==> config.mk <==
export PLATFORM = sky130hd
export DESIGN_NAME = ascon_round_sequencer
export DESIGN_NICKNAME = d
export VERILOG_FILES = /design/src/rtl/ascon_pkg.sv /design/src/rtl/ascon_rc_gen.sv /design/src/rtl/ascon_round_sequencer.sv
export SDC_FILE = /design/constraint.sdc
export NUM_CORES = 1
export LEC_CHECK = 0
export ABC_AREA = 1
export CAP_MARGIN = 10
export CORE_UTILIZATION = 45
export CTS_CLUSTER_DIAMETER = 120
export CTS_CLUSTER_SIZE = 14
export DETAILED_ROUTE_END_ITERATION = 12
export PLACE_DENSITY_LB_ADDON = 0.1
export REMOVE_ABC_BUFFERS = 1
export SYNTH_ARGS = -nofsm -noshare
export SYNTH_HDL_FRONTEND = slang
export SYNTH_SLANG_ARGS = --single-unit
==> constraint.sdc <==
create_clock -name clk -period 1.5 [get_ports clk]
set_input_delay 0.3 -clock clk [delete_from_list [all_inputs] [get_ports clk]]
set_output_delay 0.3 -clock clk [all_outputs]
set_load 0.02 [all_outputs]
==> src/rtl/ascon_pkg.sv <==
// Shared Ascon definitions: permutation limits, IV and sequencer states.
package ascon_pkg;

  localparam int MAX_ROUNDS = 12;

  localparam logic [63:0] ASCON_IV = 64'h8040_0c06_0000_0000;

  localparam logic [3:0] OUT_DOUBLE_BYTES_DATA = 4'd4;
  localparam logic [3:0] OUT_DOUBLE_BYTES_TAG  = 4'd8;
  localparam logic [3:0] OUT_DOUBLE_BYTES_FULL = 4'd15;

  typedef enum logic [2:0] {
    S_IDLE  = 3'd0,
    S_LOAD  = 3'd1,
    S_INIT  = 3'd2,
    S_ROUND = 3'd3,
    S_DONE  = 3'd4,
    S_WAIT  = 3'd5
  } seq_state_t;

  // Zero or oversize requests fall back to the full permutation.
  function automatic logic [3:0] clamp_rounds(
    input logic [3:0] n,
    input logic [3:0] max_n
  );
    return (n == 4'd0 || n > max_n) ? max_n : n;
  endfunction

endpackage

==> src/rtl/ascon_rc_gen.sv <==
// Round index counter and Ascon round constant generator.
module ascon_rc_gen #(
  parameter int MAX_ROUNDS = ascon_pkg::MAX_ROUNDS
) (
  input  logic       clk,
  input  logic       rst,
  input  logic       load,
  input  logic [3:0] idx,
  input  logic       en,
  output logic [3:0] r,
  output logic [7:0] round_const,
  output logic       last
);

  localparam logic [3:0] LAST_R = 4'(MAX_ROUNDS - 1);

  always_ff @(posedge clk) begin
    if (rst) begin
      r <= 4'd0;
    end else if (load) begin
      r <= idx;
    end else if (en) begin
      r <= r + 4'd1;
    end
  end

  assign round_const = {4'hF - r, r};
  assign last        = (r == LAST_R);

endmodule

==> src/rtl/ascon_round_sequencer.sv <==
// Sequences key/nonce load, IV init, permutation rounds and handoff.
module ascon_round_sequencer #(
  parameter int MAX_ROUNDS = ascon_pkg::MAX_ROUNDS
) (
  input  logic        clk,
  input  logic        rst,
  input  logic        start,
  input  logic [3:0]  num_rounds,
  input  logic        in_valid,
  input  logic [15:0] in_data,
  output logic        in_ready,
  output logic        load_en,
  output logic [3:0]  load_sel,
  output logic [15:0] load_data,
  output logic        init_iv,
  output logic        round_en,
  output logic [7:0]  round_const,
  output logic        rounds_done,
  input  logic        out_ack,
  output logic        busy
);

  import ascon_pkg::*;

  localparam logic [3:0] MAX_N = 4'(MAX_ROUNDS);

  seq_state_t state;
  logic [3:0] n;
  logic [3:0] cnt;
  logic       rc_load;
  logic       rc_en;
  logic [3:0] rc_idx;
  logic [3:0] r;
  logic [7:0] rc;
  logic       rc_last;

  assign rc_load = (state == S_INIT);
  assign rc_en   = (state == S_ROUND);
  assign rc_idx  = MAX_N - n;

  ascon_rc_gen #(
    .MAX_ROUNDS(MAX_ROUNDS)
  ) u_rc_gen (
    .clk        (clk),
    .rst        (rst),
    .load       (rc_load),
    .idx        (rc_idx),
    .en         (rc_en),
    .r          (r),
    .round_const(rc),
    .last       (rc_last)
  );

  always_ff @(posedge clk) begin
    if (rst) begin
      state       <= S_IDLE;
      n           <= 4'd0;
      cnt         <= 4'd0;
      in_ready    <= 1'b0;
      load_en     <= 1'b0;
      load_sel    <= 4'd0;
      load_data   <= 16'd0;
      init_iv     <= 1'b0;
      round_en    <= 1'b0;
      round_const <= 8'd0;
      rounds_done <= 1'b0;
      busy        <= 1'b0;
    end else begin
      load_en     <= 1'b0;
      init_iv     <= 1'b0;
      round_en    <= 1'b0;
      round_const <= 8'd0;
      rounds_done <= 1'b0;
      unique case (state)
        S_IDLE: begin
          if (start) begin
            n        <= clamp_rounds(num_rounds, MAX_N);
            cnt      <= 4'hF;
            in_ready <= 1'b1;
            busy     <= 1'b1;
            state    <= S_LOAD;
          end
        end
        S_LOAD: begin
          if (in_valid) begin
            load_en   <= 1'b1;
            load_sel  <= cnt;
            load_data <= in_data;
            cnt       <= cnt - 4'd1;
            if (cnt == 4'd0) begin
              in_ready <= 1'b0;
              state    <= S_INIT;
            end
          end
        end
        S_INIT: begin
          init_iv <= 1'b1;
          state   <= S_ROUND;
        end
        S_ROUND: begin
          round_en    <= 1'b1;
          round_const <= rc;
          if (rc_last) begin
            state <= S_DONE;
          end
        end
        S_DONE: begin
          rounds_done <= 1'b1;
          state       <= S_WAIT;
        end
        S_WAIT: begin
          // A start arriving with the ack is dropped, not queued.
          if (out_ack) begin
            busy  <= 1'b0;
            state <= S_IDLE;
          end
        end
        default: begin
          state <= S_IDLE;
        end
      endcase
    end
  end

  logic unused_r;
  assign unused_r = ^r;

endmodule

==> impl_metrics.tcl <==
# yosys + openroad results
set metrics [dict create \
    final-setup-viol-count 0 \
    ys_cells 256 \
    cp-endpoint "state[0]$_SDFFE_PP0P_" \
    adder_share_pct 1.90 \
    wl_met3_um 202 \
    cts_setup_buffers 0 \
    min_path_cells 2 \
    nNonClkBuffers 71 \
    root_buffer "clkbuf_8" \
    seq_power_share_pct 42.3 \
    r2r-end "state[0]$_SDFFE_PP0P_" \
    yosys-top-cells-count "nor2_1, dfxtp_1, nand2_1" \
    fmax_mhz 757 \
    cts-hold-fix-buffers 0 \
    critPathMaxFanout 3 \
    synth_chip_area_um2 1980 \
    reg2reg_depth 11 \
    vias_per_cell 4.80 \
    final_max_slew_viol_count 0 \
    cpMostUsedCell "nand2_1" \
    inverters 28 \
    n_antenna_cell 0 \
    drive_gt1_share_pct 11.7 \
    log.warning_count 25 \
    wl_met2_um 2070 \
    clock_sinks 49 \
    comb_power_mw 1.67 \
    die-area_um2 4670 \
    nClkBuffers 7 \
    intPower_mw 2.63 \
    ff_latch_area_um2 982 \
    final.period_utilization_pct 88.1 \
    met1_length_um 1860 \
    syn_area_per_cell_um2 7.73 \
    dp_hpwl_um 3010 \
    path_depth 11 \
    lay_top_count "nor2_1" \
    final-hold-violation-count 0 \
    top_power_group "sequential cells" \
    htreeDepth 2 \
    worstPathCellList "inv_1 -> ha_1 -> inv_1 -> nor2_1 -> nand2_1 -> nand2_1 -> nand3_1 -> nor2_2 -> nand2_1 -> nand2_1 -> inv_1" \
    top_layer "met4" \
    cp-end-kind "register" \
    ys_top_logic_family "simple AND/OR/NAND/NOR gates" \
    grt_pass1_vias 1617 \
    placedInstanceArea_um2 2690 \
    flop-count 49 \
    wl_um 4200 \
    cts_tree "yes" \
    boundaryPins 59 \
    sh_comb_area_pct 30.7 \
    tightest_slew_ps 255 \
    dr_total_vias 1806 \
    yosys.area.top_type "dfxtp_1" \
    most_common_cell "nor2_1" \
    critPathMaxStageDelay_ps 330 \
    gp_congestion 0.823 \
    synth_area_um2 1980 \
    top_area_share_pct 49.6 \
    final-clk-cell-share_pct 3.15 \
    cp.arrival_ps 1530 \
    grt_pass1_wl_um 6980 \
    swShare_pct 37.9 \
    largest_cell_class "registers" \
    ys_seq_elements 49 \
    hold_start "in_ready$_SDFFE_PP0P_" \
    final_cell_mix "nor2_1, dfxtp_1, dlygate4sd2_1, nand2_1, clkdlybuf4s50_1" \
    max-vdd-ir-drop_v 0.000876 \
    buf_share_pct 24.1 \
    critPathRequiredTime_ps 1710 \
    crit_start "cnt[1]$_SDFFE_PP0P_" \
    ys_async_sr_fraction_pct 0 \
    fin_nets 354 \
    grt-busiest-layer "met2" \
    grt_max_degree 29 \
    cts_buffers 5 \
    cap_viol_max_count 0 \
    top_register "load_data" \
    leakage_nw 1.34 \
    fillCellCount 387 \
    cts_resized 34 \
    fp.dieW_um 68.3 \
    max_slew_margin_pct 83.0 \
    r2r_start "cnt[1]$_SDFFE_PP0P_" \
    setup.worst_path.start_class "register" \
    ys.flop_type "dfxtp_1" \
    status "finished, final reports clean" \
    fin_cells 376 \
    top_regs "load_data x16, round_const x8" \
    power_density_nw_per_um2 1540 \
    mux_area_share_pct 0 \
    p_switching_mw 1.60 \
    synth-warning-count 0 \
    min_period_ps 1320 \
    critPathKind "register to register" \
    logic_area_um2 840 \
    crit_buf_inv 3 \
    areaGrowthSynthToFinish_pct 38.4 \
    crit_family "simple AND/OR/NAND/NOR gates" \
    antenna_found_initial 0 \
    tapcell.inserted 50 \
    largest_register_ff_count 16 \
    p_seq_mw 1.79 \
    setup_tns_ps 0 \
    core_util_floorplan_pct 48.1 \
    antenna_left 0 \
    combPwrFrac_pct 39.6 \
    die_y_um 68.3 \
    place_ws_ps -18.2 \
    hold_slack_ps 462 \
    min_to "in_ready$_SDFFE_PP0P_" \
    synth_cell_types 34 \
    synth-edff-count 0 \
    xor_share_pct 0.442 \
]
==> images/power_grid.png <==
Pins as bars on the die edge. Tap cells in gray.
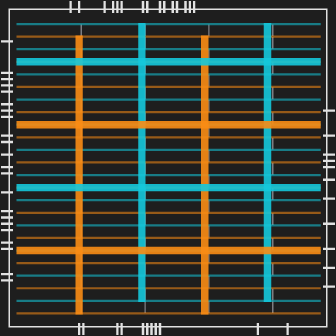
orange -> VSS
cyan -> VDD
signal pins = 59
met5 straps = 4

==> images/placement_by_type.png <==
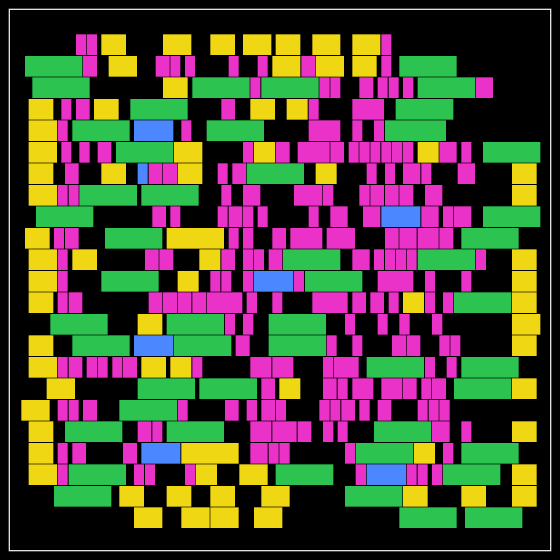
yellow -> remaining buffers and delay cells  # cells 71, share of their area 25%
green -> sequential cells  # cells 49, share of their area 37%
blue -> clock drivers and dummy loads  # cells 7, share of their area 3.2%
magenta -> combinational and other logic  # cells 199, share of their area 35%
Core Area: 4120 um^2
Util after Layout: 66.6%
Site Rows: 23
Seq area share: 35.9%
final instance area: 2740 um^2

==> images/clk_routes.png <==
The bar under the picture is 20 um long.
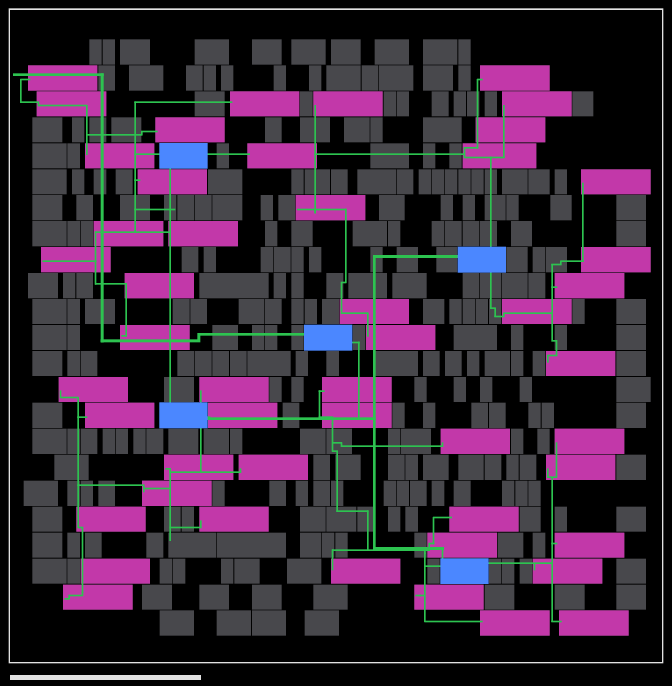
blue -> clock drivers  # count 5
magenta -> flip-flops  # count 49
green -> clock wires  # length 548 um
routed clock nets = 6
Clock Latency Late Sink: 300 ps
Clk network pwr share: 18.1%
skew final: 8.28 ps
clock network power: 0.766 mW

==> images/wires.png <==
The bar under the picture is 20 um long.
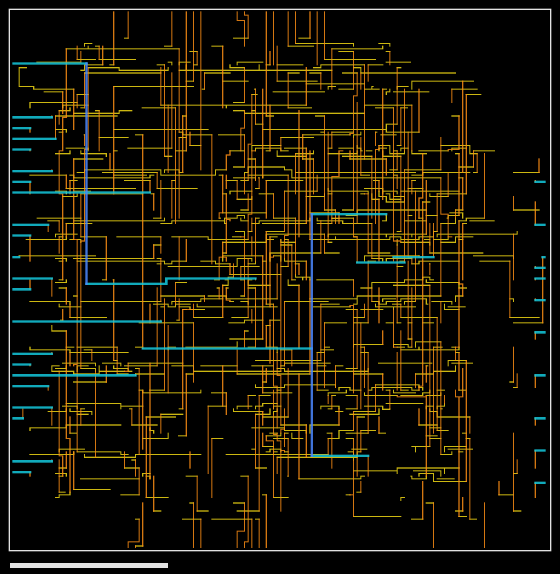
cyan -> metal 3  # wire length 203 um
orange -> metal 2  # wire length 2070 um
yellow -> metal 1  # wire length 1860 um
blue -> metal 4  # wire length 58.5 um

==> images/congestion.png <==
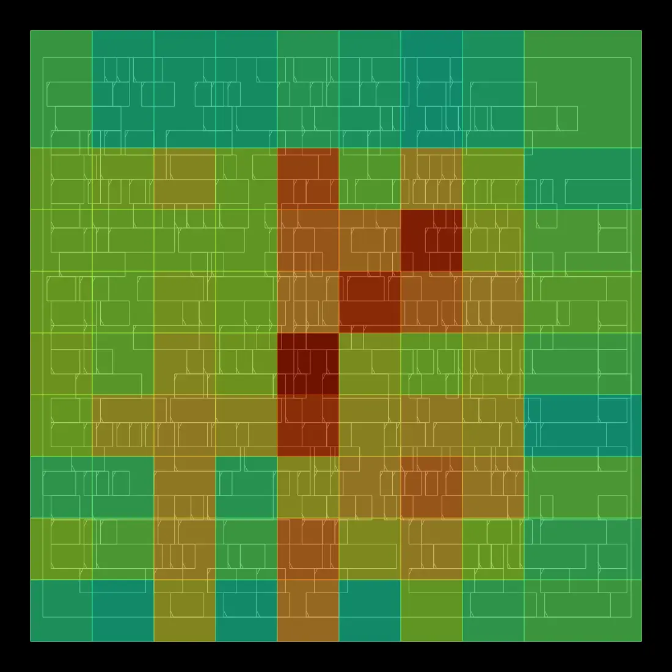
routed len/inst: 11.2 um
M2 GR Usage: 33.3%
met3 usage: 7.17%
GR Layer Usage met1: 23.9%
Total Routing Usage GR: 20.4%

Power and IR drop assume default switching activity.
